**src/rtl/mvm_job_sequencer.sv**
```systemverilog
// mvm_job_sequencer: stages host operands, replays them to an mvm engine as gap-free bursts and returns its results
//   clk, reset                  : clock and synchronous active-high reset
//   cmd_valid/ready, cmd_mode   : job command (11 mat+vec, 10 mat, 01 vec, 00 start only)
//   in_valid/ready, in_data     : operand word stream
//   out_valid/ready, out_data,
//   out_last                    : result word stream, last marks word K-1
//   busy, err_timeout           : not idle; sticky done-timeout flag
//   mvm_*                       : engine load/start pulses, operand out, done and result in
module mvm_job_sequencer #(
    parameter int K       = 8,
    parameter int B       = 8,
    parameter int TIMEOUT = 4096
) (
    input  logic                  clk,
    input  logic                  reset,
    input  logic                  cmd_valid,
    output logic                  cmd_ready,
    input  logic [1:0]            cmd_mode,
    input  logic                  in_valid,
    output logic                  in_ready,
    input  logic signed [B-1:0]   in_data,
    output logic                  out_valid,
    input  logic                  out_ready,
    output logic signed [2*B-1:0] out_data,
    output logic                  out_last,
    output logic                  busy,
    output logic                  err_timeout,
    output logic                  mvm_loadMatrix,
    output logic                  mvm_loadVector,
    output logic                  mvm_start,
    output logic signed [B-1:0]   mvm_data_in,
    input  logic                  mvm_done,
    input  logic signed [2*B-1:0] mvm_data_out
);
    localparam int KK = K * K;
    localparam int CW = $clog2(KK + 1);
    localparam int AW = $clog2(KK);
    localparam int RW = $clog2(K);
    localparam int TW = $clog2(TIMEOUT + 1);
    typedef enum logic [2:0] {IDLE, FILL, BURST, START, WAIT_DONE, CAPTURE} state_t;
    state_t                 state_q;
    logic [1:0]             mode_q;
    logic                   tgt_q;
    logic [CW-1:0]          n_q, cnt_q;
    logic [TW-1:0]          tmr_q;
    logic                   done_q, err_q, full_q;
    logic [RW-1:0]          rd_q;
    logic                   cmd_ready_q, in_ready_q, lm_q, lv_q, st_q;
    logic signed [B-1:0]    din_q;
    logic signed [B-1:0]    sbuf [KK];
    logic signed [2*B-1:0]  obuf [K];
    always_ff @(posedge clk) begin
        if (reset) begin
            state_q     <= IDLE;
            mode_q      <= '0;
            tgt_q       <= 1'b0;
            n_q         <= '0;
            cnt_q       <= '0;
            tmr_q       <= '0;
            done_q      <= 1'b0;
            err_q       <= 1'b0;
            full_q      <= 1'b0;
            rd_q        <= '0;
            cmd_ready_q <= 1'b0;
            in_ready_q  <= 1'b0;
            lm_q        <= 1'b0;
            lv_q        <= 1'b0;
            st_q        <= 1'b0;
            din_q       <= '0;
        end else begin
            lm_q   <= 1'b0;
            lv_q   <= 1'b0;
            st_q   <= 1'b0;
            din_q  <= '0;
            done_q <= mvm_done;
            // result drain runs independently of the job FSM
            if (full_q && out_ready) begin
                if (rd_q == RW'(K - 1)) begin
                    full_q <= 1'b0;
                    rd_q   <= '0;
                end else begin
                    rd_q <= rd_q + RW'(1);
                end
            end
            case (state_q)
                IDLE: begin
                    if (cmd_valid && cmd_ready_q) begin
                        mode_q      <= cmd_mode;
                        cmd_ready_q <= 1'b0;
                        tgt_q       <= cmd_mode[1];
                        n_q         <= cmd_mode[1] ? CW'(KK) : CW'(K);
                        in_ready_q  <= cmd_mode != 2'b00;
                        state_q     <= cmd_mode == 2'b00 ? START : FILL;
                    end else begin
                        cmd_ready_q <= 1'b1;
                    end
                end
                FILL: begin
                    if (in_valid && in_ready_q) begin
                        sbuf[cnt_q[AW-1:0]] <= in_data;
                        if (cnt_q == n_q - CW'(1)) begin
                            cnt_q      <= '0;
                            in_ready_q <= 1'b0;
                            lm_q       <= tgt_q;
                            lv_q       <= !tgt_q;
                            state_q    <= BURST;
                        end else begin
                            cnt_q <= cnt_q + CW'(1);
                        end
                    end
                end
                BURST: begin
                    if (cnt_q != n_q) begin
                        din_q <= sbuf[cnt_q[AW-1:0]];
                        cnt_q <= cnt_q + CW'(1);
                    end else begin
                        cnt_q <= '0;
                        if (mode_q == 2'b11 && tgt_q) begin
                            tgt_q      <= 1'b0;
                            n_q        <= CW'(K);
                            in_ready_q <= 1'b1;
                            state_q    <= FILL;
                        end else begin
                            state_q <= START;
                        end
                    end
                end
                START: begin
                    if (!full_q) begin
                        st_q    <= 1'b1;
                        tmr_q   <= TW'(TIMEOUT - 1);
                        state_q <= WAIT_DONE;
                    end
                end
                WAIT_DONE: begin
                    // done_q tracks the level continuously, so a level already high is never an edge
                    if (mvm_done && !done_q) begin
                        state_q <= CAPTURE;
                    end else if (tmr_q == '0) begin
                        err_q       <= 1'b1;
                        cmd_ready_q <= 1'b1;
                        state_q     <= IDLE;
                    end else begin
                        tmr_q <= tmr_q - TW'(1);
                    end
                end
                CAPTURE: begin
                    obuf[cnt_q[RW-1:0]] <= mvm_data_out;
                    if (cnt_q == CW'(K - 1)) begin
                        cnt_q       <= '0;
                        full_q      <= 1'b1;
                        cmd_ready_q <= 1'b1;
                        state_q     <= IDLE;
                    end else begin
                        cnt_q <= cnt_q + CW'(1);
                    end
                end
                default: state_q <= IDLE;
            endcase
        end
    end
    assign cmd_ready      = cmd_ready_q;
    assign in_ready       = in_ready_q;
    assign out_valid      = full_q;
    assign out_data       = full_q ? obuf[rd_q] : '0;
    assign out_last       = full_q && rd_q == RW'(K - 1);
    assign busy           = state_q != IDLE;
    assign err_timeout    = err_q;
    assign mvm_loadMatrix = lm_q;
    assign mvm_loadVector = lv_q;
    assign mvm_start      = st_q;
    assign mvm_data_in    = din_q;
endmodule

```
**config.mk**
```make
export PLATFORM = sky130hd
export DESIGN_NAME = mvm_job_sequencer
export DESIGN_NICKNAME = d
export VERILOG_FILES = /design/src/rtl/mvm_job_sequencer.sv
export SDC_FILE = /design/constraint.sdc
export NUM_CORES = 1
export LEC_CHECK = 0
export CAP_MARGIN = 20
export CELL_PAD_IN_SITES_DETAIL_PLACEMENT = 0
export CELL_PAD_IN_SITES_GLOBAL_PLACEMENT = 1
export CORE_ASPECT_RATIO = 0.8
export CORE_MARGIN = 3
export CORE_UTILIZATION = 40
export DETAILED_ROUTE_END_ITERATION = 12
export HOLD_SLACK_MARGIN = 0.02
export PLACE_DENSITY_LB_ADDON = 0.3
export SYNTH_ARGS = -nofsm -noshare
export SYNTH_HDL_FRONTEND = slang
export SYNTH_SLANG_ARGS = --single-unit
```
**constraint.sdc**
```tcl
create_clock -name clk -period 4.6 [get_ports clk]
set_input_delay 0.46 -clock clk [delete_from_list [all_inputs] [get_ports clk]]
set_output_delay 0.46 -clock clk [all_outputs]
set_load 0.05 [all_outputs]
```
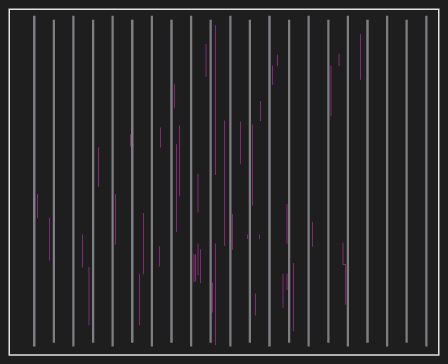
(metal 4)
Supply wires on this layer in grey.
nets with wire on the layer	20
longest straight run	103 microns
share of all routed wire	1.8%
wire length on this layer	1230 microns

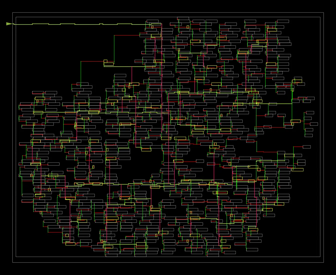
(clock nets)
total number of clock tree sinks: 689
clock latency at the later pin of the worst-skew pair: 610 ps

==> notes.md <==
Purpose: to document the outcome of synthesis and place and route.

Clocking
Post-CTS repair ended up resizing 0 cells. The number of buffers added by the clock tree synthesis step is approximately 70. The maximum root-to-sink buffer count is 3. The clock transition time at the flip-flop clock pins of the worst setup and hold paths is about 60 ps. The cell sitting at the root of the clock tree is a sky130_fd_sc_hd__clkbuf_16. The TritonCTS clock tree is yes. The number of hold-repair buffers added at the cts stage is 0.

The H-tree depth is 3. The number of setup buffers added after CTS is 0.

Synth
The mapped cell area is 0.0270 sq mm. The share of flip-flops with an asynchronous set or reset after synthesis is 0%. By area the synthesized netlist is led by sky130_fd_sc_hd__edfxtp_1 (71%), sky130_fd_sc_hd__mux4_2 (8.0%), sky130_fd_sc_hd__dfxtp_1 (3.6%), sky130_fd_sc_hd__mux2i_1 (2.6%), sky130_fd_sc_hd__nor2_1 (1.6%).

The most instantiated flip-flop cell in the synthesis netlist is sky130_fd_sc_hd__edfxtp_1. The proportion of synthesized chip area in sequential cells is about 75%. The cell type with the largest total area after synthesis is sky130_fd_sc_hd__edfxtp_1. The post-synthesis sequential element count is slightly below 700.

After synthesis, the mean cell area works out to 17.4 sq um. Counting the warning lines in the Yosys log gives 0. The number of distinct library cells after synthesis is 62. The number of cells in Yosys stat is approximately 1500.

Per the synthesis report, the single largest cell type by area occupies between 70% and 80% of cell area. The post-synth net total is about 1600. Counting flops with a built-in enable in the synthesized netlist gives 640. Synthesis produced 1547 cells. For this run, the chip area from Yosys synthesis comes to 0.0270 sq mm.

Power
The highest ir drop seen on vdd is around 250 uV. The total leakage power is roughly 9.5 nW. The total power is approximately 0.014 W. Per the summary, power density relative to cell area is between 400 and 500 mW/mm^2.

Critical path
The biggest fanout along the worst timing path is 22. The kind of start point of the critical path is a register. According to the timing report, the arrival time at the worst endpoint equals around 3200 ps. The timing report gives the worst reg2reg path a setup slack of approximately 1000 ps. For the worst setup path, the data required time is a little over 4000 ps. The worst setup path is captured at a primary output. The endpoint of the lowest-slack register-to-register path is mvm_data_in[2].

Counting cells, the worst reg-to-reg path comes to 7. The classification of the worst setup path is reg2out. The worst register-to-register path begins at cnt_q[0].

Final layout
The top logic cell by instance count in the layout is sky130_fd_sc_hd__edfxtp_1. The final cell count without fillers is 2568. From synthesis to final layout, the design area changed by 14.8%. The fraction of final layout cells with drive strength greater than 1 is between 10% and 20%. The net count reported at finish is 1695.

The diode insertion count for antenna repair is 0. In the layout the commonest cells are sky130_fd_sc_hd__edfxtp_1 (640), sky130_fd_sc_hd__nor2_1 (114), sky130_fd_sc_hd__mux4_2 (96), sky130_fd_sc_hd__clkbuf_16 (71), sky130_fd_sc_hd__mux2i_1 (70).

Global routing
The number of antenna violations at the first check in global routing came to 2. The largest net degree at the start of global routing is 90. The number of global-route vias before repair was 14500.

The global-route wire length before repair is 99200 microns. Global routing consumed, over all layers together, between 10% and 20% of the routing resources. Global routing finished with a remaining overflow of 0.

Timing
The last timing report of the flow puts the setup violation total at 0. The final timing report lists clock skew as 30.9 ps. Subtracting the final worst setup slack from the clock period gives approximately 3700 ps. The fmax is roughly 0.27 GHz. Setup repair after global routing left no endpoint under its margin. The final timing report lists a max-slew violation count of 0. The worst path uses 79.8% of the clock period. For the pin with the worst max-slew slack, the measured transition is approximately 1100 ps. The headroom to the max-slew limit is a little under a quarter.

The final total negative setup slack is 0 ps.

Placement
The routability congestion estimate is about 0.86. The tally of buffers added on design ports is about 64. Counting tap cells, the placed design contains a total of about 2400 instances. Once detailed placement completed, the half-perimeter wirelength came to roughly 42000 microns.

Floorplan
The placeable core region is roughly 0.066 sq mm. During I/O placement, the number of pins put on the boundary was approximately 65. The die outline area is between 0.07 and 0.08 sq mm. The row count is 84. The fraction of the core area occupied by cells at floorplan is approximately 40%.

From left edge to right edge, the die measures 296 microns. The height of the die is about 240 microns.

Min path
The path with the worst hold slack has its endpoint at sbuf[45][3]. The worst hold path belongs to the class in2reg. The worst hold path begins at in_data[3].

The worst hold path stage count is 1.

Drt
Per the detail_route report, the via count comes to approximately 15000. Per the detail_route report, routed wire per instance is 26.2 microns. In the post-route report, total wirelength is listed as ~67000 microns.

The residual DRC count is 0. Once detail routing completed, the nets flagged for antenna violations numbered 0. The violation count after the first detailed-routing iteration is between 1500 and 2000. The detailed-route vias per instance is about 5.7.

The first detailed-routing pass ran for 5 iterations.

Outcome
The run finished with clean final reports.

Run
The tool warning count is 28. The number of max-cap violations is 0.
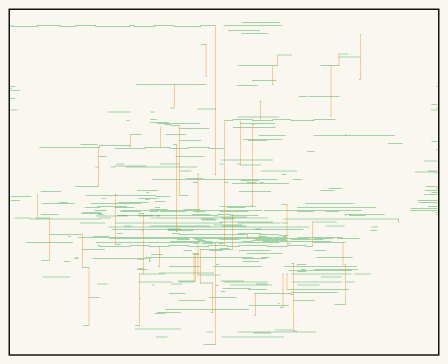
(wiring by layer)
Only two layers are drawn.
colour	layer	wire length
green	met3	5840 microns
orange	met4	1230 microns

## area by class of cell
type,count,area [sq um]
clock buffers,88,1850
flip-flops and latches,689,20200
inverters,11,41.3
multi-input cells,752,6320
fillers,5604,35300
clock inverters,35,325
repair buffers,133,1130
well taps,860,1080
## synthesized netlist by cell type, drive strengths merged (7+ instances only)
| master | count |
|---|---|
| buf | 46 |
| nor2b | 23 |
| nand2b | 15 |
| nand3 | 19 |
| xnor2 | 7 |
| o21ai | 17 |
| or2 | 8 |
| a31oi | 16 |
| inv | 11 |
| a22o | 16 |
| nor4 | 8 |
| nor3 | 29 |
| clkbuf | 49 |
| mux4 | 96 |
| a221oi | 23 |
| o22ai | 20 |
| nand2 | 63 |
| mux2i | 70 |
| a22oi | 54 |
| a21oi | 62 |
| dfxtp | 49 |
| xor2 | 11 |
| nor2 | 118 |
| edfxtp | 640 |
## how the worst max path moves through the flow
stage	slack (ps)	end	cells after the start	startpoint
CTS	800	out_data[9]	5	register
floorplan	1820	obuf[0][0]	6	cnt_q[2]
finish	930	out_data[7]	5	register
global route	690	out_data[14]	5	register
detailed placement	1040	mvm_data_in[0]	7	cnt_q[0]
global placement	1060	mvm_data_in[0]	7	cnt_q[0]
## report_power, final
part / internal (W) / leakage (nW) / switching, W
sequential: 0.00690 / 6.15 / 0.000148
combinational: 0.000723 / 2.27 / 0.00101
clock: 0.00314 / 1.06 / 0.00232
## worst max-delay path, cell delays in order, from the launching register on
cell and delay, ps:
sky130_fd_sc_hd__dfxtp_2 840, sky130_fd_sc_hd__buf_4 310, sky130_fd_sc_hd__mux4_2 520, sky130_fd_sc_hd__mux2i_1 150, sky130_fd_sc_hd__nor2b_1 80, sky130_fd_sc_hd__clkdlybuf4s50_1 700
## sequential cells by signal (all words and copies together) (netlist names), named ones only
| register | count |
|---|---|
| cmd_ready | 1 |
| obuf | 128 |
| cnt_q | 7 |
| tmr_q | 13 |
| out_valid | 1 |
| rd_q | 3 |
| mode_q | 2 |
| done_q | 1 |
| mvm_start | 1 |
| n_q | 2 |
| in_ready | 1 |
| mvm_loadMatrix | 1 |
| state_q | 3 |
| mvm_loadVector | 1 |
| mvm_data_in | 8 |
| sbuf | 512 |
| err_timeout | 1 |
## kinds of logic after synthesis
| family | count (synthesis) | synth area share (%) |
|---|---|---|
| flops | 689 | 74.9 |
| compound gates | 239 | 6.04 |
| fa+ha+maj | 6 | 0.278 |
| mux | 166 | 10.6 |
| buf+inv | 106 | 1.72 |
| simple gates | 323 | 5.84 |
| xor+xnor | 18 | 0.585 |
## routing by layer
metal | share of wire, % | track usage (%) | wire length, microns | vias to the layer above
li1 | - | - | - | 6415
met5 | 0.012 | 0 | 8 | -
met2 | 44 | 28.0 | 29900 | 582
met1 | 45 | 29.1 | 30300 | 7556
met4 | 1.8 | 4.46 | 1230 | 2
met3 | 8.7 | 5.22 | 5840 | 99
## metrics by stage
stage | cell area (sq um) | setup slack, ps | hold slack (ps) | util [%]
after floorplan | 27000 | 1820 | 452 | -
after global placement | 28800 | 1060 | 454 | 43.5
after detailed placement | 28800 | 1040 | 469 | 43.5
after CTS | 31000 | 796 | 292 | 46.7
after global routing | 31000 | 693 | 305 | 46.8
final | 31000 | 930 | 341 | 46.8
No activity file was given, so power comes from the tool's default toggle rates.
